<file path="config.mk">
export PLATFORM = sky130hd
export DESIGN_NAME = vga_raster_gen_flat
export DESIGN_NICKNAME = d
export VERILOG_FILES = /design/src/rtl/vga_raster_gen_pkg.sv /design/src/rtl/vga_raster_gen_if.sv /design/src/rtl/vga_raster_gen_pix_en_div.sv /design/src/rtl/vga_raster_gen.sv /design/src/flat_wrapper.sv
export SDC_FILE = /design/constraint.sdc
export NUM_CORES = 1
export LEC_CHECK = 0
export CORE_MARGIN = 2
export CORE_UTILIZATION = 52
export CTS_CLUSTER_SIZE = 12
export DETAILED_ROUTE_END_ITERATION = 12
export DONT_BUFFER_PORTS = 1
export GPL_TIMING_DRIVEN = 0
export HOLD_SLACK_MARGIN = 0.03
export PLACE_DENSITY = 0.67
export RECOVER_POWER = 50
export SLEW_MARGIN = 20
export SYNTH_ARGS = -nofsm -noshare
export SYNTH_HDL_FRONTEND = slang
export SYNTH_HIERARCHICAL = 1
export SYNTH_SLANG_ARGS = --single-unit
</file>
<file path="constraint.sdc">
create_clock -name clk -period 2.84 [get_ports clk]
set_input_delay 0.568 -clock clk [delete_from_list [all_inputs] [get_ports clk]]
set_output_delay 0.568 -clock clk [all_outputs]
set_load 0.03 [all_outputs]
</file>
<file path="src/rtl/vga_raster_gen_pkg.sv">
// Default 640x480@60 timing constants and the coordinate type for the pixel raster.
package vga_timing_pkg;

  localparam int H_ACTIVE = 640;
  localparam int H_FP     = 16;
  localparam int H_SYNC   = 96;
  localparam int H_BP     = 48;
  localparam int V_ACTIVE = 480;
  localparam int V_FP     = 10;
  localparam int V_SYNC   = 2;
  localparam int V_BP     = 33;

  localparam int H_TOTAL  = H_ACTIVE + H_FP + H_SYNC + H_BP;
  localparam int V_TOTAL  = V_ACTIVE + V_FP + V_SYNC + V_BP;

  localparam int COORD_W  = 10;
  typedef logic [COORD_W-1:0] coord_t;

endpackage

</file>
<file path="src/rtl/vga_raster_gen_if.sv">
// Pixel-coordinate bus from the raster generator to the shape decoders.
interface vga_raster_gen_if;
  import vga_timing_pkg::*;

  logic   pix_clk;
  coord_t x;
  coord_t y;
  logic   hsync;
  logic   vsync;
  logic   video_on;
  logic   animate;

  modport master (output pix_clk, x, y, hsync, vsync, video_on, animate);
  modport slave  (input  pix_clk, x, y, hsync, vsync, video_on, animate);

endinterface

</file>
<file path="src/rtl/vga_raster_gen_pix_en_div.sv">
// Divides clk by CLK_DIV into a one-cycle pixel-enable strobe (CLK_DIV in 1..16).
module pix_en_div #(
  parameter int CLK_DIV = 4
) (
  input  logic clk,
  input  logic rst,
  output logic pix_en
);

  localparam logic [3:0] DIV_LAST = 4'(CLK_DIV - 1);

  if (CLK_DIV < 1 || CLK_DIV > 16) begin : g_div_range_chk
    $error("pix_en_div: CLK_DIV must be in 1..16");
  end

  logic [3:0] div_p0;

  always_ff @(posedge clk) begin
    if (rst) begin
      div_p0 <= '0;
      pix_en <= 1'b0;
    end else begin
      pix_en <= (div_p0 == DIV_LAST);
      div_p0 <= (div_p0 == DIV_LAST) ? 4'd0 : div_p0 + 4'd1;
    end
  end

endmodule

</file>
<file path="src/rtl/vga_raster_gen.sv">
// Raster scanner: pixel strobe, x/y counters, syncs, video_on and per-frame animate.
// Define RASTER_PIPE_ALIGN_EN to delay hsync/vsync/video_on by one pixel.
module vga_raster_gen
  import vga_timing_pkg::*;
#(
  parameter int CLK_DIV  = 4,
  parameter int H_ACTIVE = vga_timing_pkg::H_ACTIVE,
  parameter int H_FP     = vga_timing_pkg::H_FP,
  parameter int H_SYNC   = vga_timing_pkg::H_SYNC,
  parameter int H_BP     = vga_timing_pkg::H_BP,
  parameter int V_ACTIVE = vga_timing_pkg::V_ACTIVE,
  parameter int V_FP     = vga_timing_pkg::V_FP,
  parameter int V_SYNC   = vga_timing_pkg::V_SYNC,
  parameter int V_BP     = vga_timing_pkg::V_BP
) (
  input  logic             clk,
  input  logic             rst,
  vga_raster_gen_if.master vga
);

  localparam int     H_TOT  = H_ACTIVE + H_FP + H_SYNC + H_BP;
  localparam int     V_TOT  = V_ACTIVE + V_FP + V_SYNC + V_BP;
  localparam coord_t X_LAST = coord_t'(H_TOT - 1);
  localparam coord_t Y_LAST = coord_t'(V_TOT - 1);
  localparam coord_t Y_ANIM = coord_t'(V_ACTIVE - 1);

  if (H_TOT > 1024 || V_TOT > 1024) begin : g_total_chk
    $error("vga_raster_gen: H_TOTAL and V_TOTAL must not exceed 1024");
  end

  function automatic logic sync_n(coord_t c, int lo, int len);
    return !((int'(c) >= lo) && (int'(c) < lo + len));
  endfunction

  function automatic logic active(coord_t cx, coord_t cy);
    return (int'(cx) < H_ACTIVE) && (int'(cy) < V_ACTIVE);
  endfunction

  logic   pix_en;
  coord_t x_p0, y_p0, x_nxt, y_nxt;
  logic   hsync_p0, vsync_p0, video_on_p0, animate_p0;

  pix_en_div #(.CLK_DIV(CLK_DIV)) u_pix_en_div (
    .clk    (clk),
    .rst    (rst),
    .pix_en (pix_en)
  );

  always_comb begin
    x_nxt = x_p0;
    y_nxt = y_p0;
    if (pix_en) begin
      if (x_p0 == X_LAST) begin
        x_nxt = '0;
        y_nxt = (y_p0 == Y_LAST) ? '0 : y_p0 + coord_t'(1);
      end else begin
        x_nxt = x_p0 + coord_t'(1);
      end
    end
  end

  // Stage p0: coordinates plus syncs decoded from the next coordinate
  always_ff @(posedge clk) begin
    if (rst) begin
      x_p0        <= '0;
      y_p0        <= '0;
      hsync_p0    <= 1'b1;
      vsync_p0    <= 1'b1;
      video_on_p0 <= 1'b1;
      animate_p0  <= 1'b0;
    end else begin
      x_p0        <= x_nxt;
      y_p0        <= y_nxt;
      hsync_p0    <= sync_n(x_nxt, H_ACTIVE + H_FP, H_SYNC);
      vsync_p0    <= sync_n(y_nxt, V_ACTIVE + V_FP, V_SYNC);
      video_on_p0 <= active(x_nxt, y_nxt);
      animate_p0  <= pix_en && (x_p0 == X_LAST) && (y_p0 == Y_ANIM);
    end
  end

  assign vga.pix_clk = pix_en;
  assign vga.x       = x_p0;
  assign vga.y       = y_p0;
  assign vga.animate = animate_p0;

`ifdef RASTER_PIPE_ALIGN_EN
  logic hsync_p1, vsync_p1, video_on_p1;

  // Stage p1: one-pixel delay matching the registered RGB path
  always_ff @(posedge clk) begin
    if (rst) begin
      hsync_p1    <= 1'b1;
      vsync_p1    <= 1'b1;
      video_on_p1 <= 1'b1;
    end else if (pix_en) begin
      hsync_p1    <= hsync_p0;
      vsync_p1    <= vsync_p0;
      video_on_p1 <= video_on_p0;
    end
  end

  assign vga.hsync    = hsync_p1;
  assign vga.vsync    = vsync_p1;
  assign vga.video_on = video_on_p1;
`else
  assign vga.hsync    = hsync_p0;
  assign vga.vsync    = vsync_p0;
  assign vga.video_on = video_on_p0;
`endif

endmodule

</file>
<file path="src/flat_wrapper.sv">
// flat-port wrapper written by rule: the top's interface ports become plain ports
module vga_raster_gen_flat import vga_timing_pkg::*;
#(
  parameter int CLK_DIV  = 4,
  parameter int H_ACTIVE = vga_timing_pkg::H_ACTIVE,
  parameter int H_FP     = vga_timing_pkg::H_FP,
  parameter int H_SYNC   = vga_timing_pkg::H_SYNC,
  parameter int H_BP     = vga_timing_pkg::H_BP,
  parameter int V_ACTIVE = vga_timing_pkg::V_ACTIVE,
  parameter int V_FP     = vga_timing_pkg::V_FP,
  parameter int V_SYNC   = vga_timing_pkg::V_SYNC,
  parameter int V_BP     = vga_timing_pkg::V_BP
)
  (clk, rst, vga_pix_clk, vga_x, vga_y, vga_hsync, vga_vsync, vga_video_on, vga_animate);
  vga_raster_gen_if vga_i ();
  input  logic clk;
  input  logic rst;
  output wire logic [$bits(vga_i.pix_clk)-1:0] vga_pix_clk;
  output wire logic [$bits(vga_i.x)-1:0] vga_x;
  output wire logic [$bits(vga_i.y)-1:0] vga_y;
  output wire logic [$bits(vga_i.hsync)-1:0] vga_hsync;
  output wire logic [$bits(vga_i.vsync)-1:0] vga_vsync;
  output wire logic [$bits(vga_i.video_on)-1:0] vga_video_on;
  output wire logic [$bits(vga_i.animate)-1:0] vga_animate;
  assign vga_pix_clk = vga_i.pix_clk;
  assign vga_x = vga_i.x;
  assign vga_y = vga_i.y;
  assign vga_hsync = vga_i.hsync;
  assign vga_vsync = vga_i.vsync;
  assign vga_video_on = vga_i.video_on;
  assign vga_animate = vga_i.animate;
  vga_raster_gen #(.CLK_DIV(CLK_DIV), .H_ACTIVE(H_ACTIVE), .H_FP(H_FP), .H_SYNC(H_SYNC), .H_BP(H_BP), .V_ACTIVE(V_ACTIVE), .V_FP(V_FP), .V_SYNC(V_SYNC), .V_BP(V_BP)) u_core (.clk(clk), .rst(rst), .vga(vga_i));
endmodule
</file>
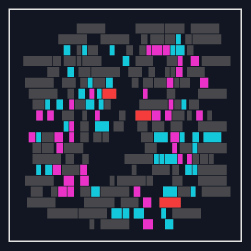
*Gate families picked out*
(4 px per um)
| colour | family | cells |
|---|---|---|
| magenta | NAND gates | 36 |
| red | multiplexers | 3 |
| cyan | NOR gates | 40 |
fraction of area in multi-input gates: 53.16%
most frequent logic cell in the layout: sky130_fd_sc_hd__dfxtp_1
post-route non-filler standard cell count: 216

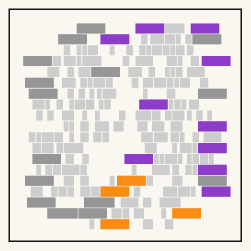
*Where the registers sit*
(4 px per um)
| colour | name in the netlist | sequential cells |
|---|---|---|
| orange | u_core/u_pix_en_div/div_p0 | 4 |
| purple | u_core/vga.y | 10 |
not coloured: 15
area used by sequential logic in the layout: 583.1 sq um
final standard cell utilization of the core: 58.72%
share of cell area taken by flip-flops and latches: 36.32%
power of the sequential group: 417 uW

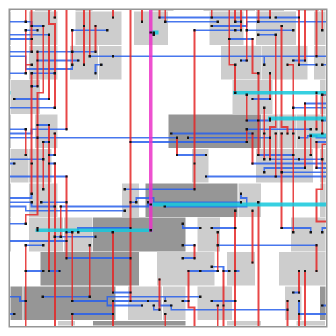
*Layout detail*
Region (16, 5) to (41, 30) um. Cells in grey, sequential cells in the stronger grey; small squares are vias.
| colour | layer |
|---|---|
| cyan | met3 |
| red | met2 |
| blue | met1 |
| magenta | met4 |
most frequent: dfxtp_1 (4)
sequential cells in the window: 5
netlist names of flops here include: u_core/u_pix_en_div/div_p0 (2)
cells with their middle in the window: 37

==> Flow_metrics.wiki <==
=== Physical design figures ===
{| class="wikitable"
! Metric !! Value
|-
| Global Route Usage Sum || 21.69%
|-
| Async S/R FF share, synth || 0%
|-
| Path length in cells of the critical path || 8
|-
| Largest power group || registers
|-
| Area-dominant class || logic gates
|-
| Setup clock skew after layout || 7.605 ps
|-
| Multiplexer share of the synthesized area || 2.425%
|-
| CP bufs+invs || 2
|-
| Max-slew violation total from the final report || 0
|-
| Accumulated negative setup slack || 0 ps
|-
| Initial cell density of the core || 54.74%
|-
| Met1 Routed Length || 1315 um
|-
| Final Hold Violating Endpoints || 0
|-
| Post-detailed-routing wire length || 3147 um
|-
| Simple-gate area share of the yosys netlist || 32.61%
|-
| Register-to-Register Path Depth || 8
|-
| Ys flops || 29
|-
| Fraction of final layout cells sized beyond drive strength 1 || 10.81%
|-
| Area share of the leading cell type in the synthesized netlist || 38.80%
|-
| HPWL reported at the end of detailed placement || 2283 um
|-
| Top library cells by usage in the layout, fill and taps aside || sky130_fd_sc_hd__dfxtp_1, sky130_fd_sc_hd__nor2_1, sky130_fd_sc_hd__nand2_1, sky130_fd_sc_hd__nand3_1, sky130_fd_sc_hd__a21oi_1
|-
| Endpoint type of the worst setup path || register
|-
| Largest stage delay on the critical path || 480 ps
|-
| Clk_lat worst skew || 320 ps
|-
| Instance tally after logic synthesis || 177
|-
| Total number of warnings across the stage logs || 27
|-
| Cell type contributing the most total cell area after synthesis || sky130_fd_sc_hd__dfxtp_1
|-
| Part of the power in the clock network || 39.6%
|-
| Met1 layer usage reported by global route || 26.44%
|-
| Total length of routed met2 wires || 1470 um
|-
| Cts repair resizes || 1
|-
| Number of vias after detailed routing || 1307
|-
| Chain of cells forming the critical path || ha_1, or4b_4, or3_1, buf_2, or2_1, buf_2, o31ai_1, nand4_1
|-
| Net switching share of the total power || 21.70%
|-
| Cell area after placement || 0.001535 sq mm
|-
| Post-Route Hold Slack || 309.4 ps
|-
| Max VDD drop || 346.2 uV
|-
| Max-capacitance violation count || 0
|-
| Largest family of logic cells by area || simple AND/OR/NAND/NOR gates
|-
| Horiz. Die Dim || 57.65 um
|-
| CTS Sinks || 29
|-
| Maximum net fanout on the critical path || 9
|-
| Worst min path class || in2reg
|-
| Area of the synthesized netlist per yosys stat || 0.001496 sq mm
|-
| Post-Place Worst Slack || -6.961 ps
|-
| Final setup viols || 0
|-
| Antenna violations before repair || 0
|-
| Combinational cell area excluding buffers and inverters || 853.3 sq um
|-
| Initial detailed-routing violation count || 62
|-
| Largest cells by area after synthesis || sky130_fd_sc_hd__dfxtp_1, sky130_fd_sc_hd__nor2_1, sky130_fd_sc_hd__xnor2_1, sky130_fd_sc_hd__a21oi_1, sky130_fd_sc_hd__nand3_1
|-
| Routed vias/inst || 6.051
|-
| Final period utilization || 91.05%
|-
| Clock transition at the registers of the reported paths || 90 ps
|-
| Total met3 wirelength after detailed routing || 278 um
|-
| Buffer levels on the longest clock path || 2
|-
| Buffer cell driving the clock tree root || sky130_fd_sc_hd__clkbuf_4
|-
| Most common cell on crit path || sky130_fd_sc_hd__buf_2
|-
| Clock buffer count in the final layout || 7
|-
| Type of the worst setup path || reg2reg
|-
| Signal inverters || 5
|-
| Slew at the pin with the worst max-slew slack || 713.9 ps
|-
| Number of buffers inserted for hold repair after clock tree synthesis || 0
|-
| Endpoint of the worst hold-timing path || u_core/u_pix_en_div/pix_en
|-
| Post-route total power || 716.5 uW
|-
| Xor/xnor cell area share of the yosys netlist || 8.194%
|-
| Chip area || 0.003323 sq mm
|-
| Leakage power of the design || 0.5252 nW
|-
| Power attributed to the clock group || 283 uW
|-
| Global-route wire length before repair || 5520 um
|-
| Largest net degree at the start of global routing || 11
|-
| Number of placed I/O pins || 27
|-
| Area of the core region || 0.002734 sq mm
|-
| Internal power of the cells || 561.0 uW
|-
| Total number of yosys warnings || 6
|-
| Data required, critical path || 3040 ps
|-
| Startpoint of the worst register-to-register path || u_core/vga.x[1]
|-
| Filler Cells Inserted || 263
|-
| Multi-input combinational cell count || 133
|-
| TritonCTS clock tree || built
|-
| Worst slew slack as a fraction of its limit || 52.01%
|-
| Combined area of all synthesized cells || 0.001496 sq mm
|-
| Flip-flops with a built-in enable || 0
|-
| Power Combinational || 16.3 uW
|-
| Diode count || 0
|-
| Worst setup slack for register-to-register paths || 250 ps
|-
| Peak Freq || 0.3867 GHz
|-
| Core Rows || 19
|-
| Ao+oa area frac || 10.70%
|-
| Met3 Use GR || 8.482%
|-
| Setup Fix Bufs, Post-CTS || 0
|-
| Final net count || 190
|-
| Distinct lib cells || 44
|-
| Post-route cell area || 0.001605 sq mm
|-
| Top cells by count, synth || sky130_fd_sc_hd__dfxtp_1, sky130_fd_sc_hd__nor2_1, sky130_fd_sc_hd__a21oi_1, sky130_fd_sc_hd__nand2_1, sky130_fd_sc_hd__nand3_1
|-
| Post-synthesis average cell area || 8.454 sq um
|-
| Outcome || finished, final reports clean
|-
| Number of cells in the yosys synthesis report || 177
|-
| # placed instances || 208
|-
| Worst Min Path Start || rst
|-
| Tmin final || 2586 ps
|-
| Fraction of the yosys area taken by sequential cells || 38.80%
|-
| Reg-to-Reg End || u_core/vga.vsync
|-
| Htree depth || 2
|-
| Unrepaired setup endpoints after global routing || false
|-
| Portion of the layout cell area used by non-clock buffers || 2.572%
|-
| Final routed DRC violation total || 0
|-
| Pre-antenna DRT Iters || 4
|-
| CP startpoint || u_core/vga.x[1]
|-
| Mapped Nets || 183
|-
| Chip Height || 57.65 um
|-
| Part of the total power dissipated in sequential elements || 58.2%
|-
| Slowest cell on the critical path || sky130_fd_sc_hd__or4b_4
|-
| Destination of the critical timing path || u_core/vga.vsync
|-
| Crit-path leading delay family || simple AND/OR/NAND/NOR gates
|-
| Wire length per cell || 14.57 um
|-
| Routability congestion estimate || 0.8447
|-
| Tap cell count || 31
|-
| GR Util met2 || 33.28%
|-
| Remaining global-route overflow || 0
|-
| Total clock buffers created by CTS || 5
|-
| Number of global-route vias before repair || 1253
|-
| Post-route setup slack || 254.1 ps
|-
| IO Port Bufs || 0
|-
| Startpoint type of the worst setup path || register
|-
| Clock network contribution to total cell area || 4.365%
|-
| Leading register cell type out of synthesis || sky130_fd_sc_hd__dfxtp_1
|-
| Highest metal used || met4
|-
| Post-route antenna net violation count || 0
|-
| Number of cells on the worst hold path || 1
|-
| Net Sw Power || 155.5 uW
|-
| Most congested layer reported by global routing || met2
|-
| Total power density per cell area || 446.3 mW/mm^2
|-
| Nonclk buf count || 10
|}
Power is estimated from default activity; no workload was simulated.
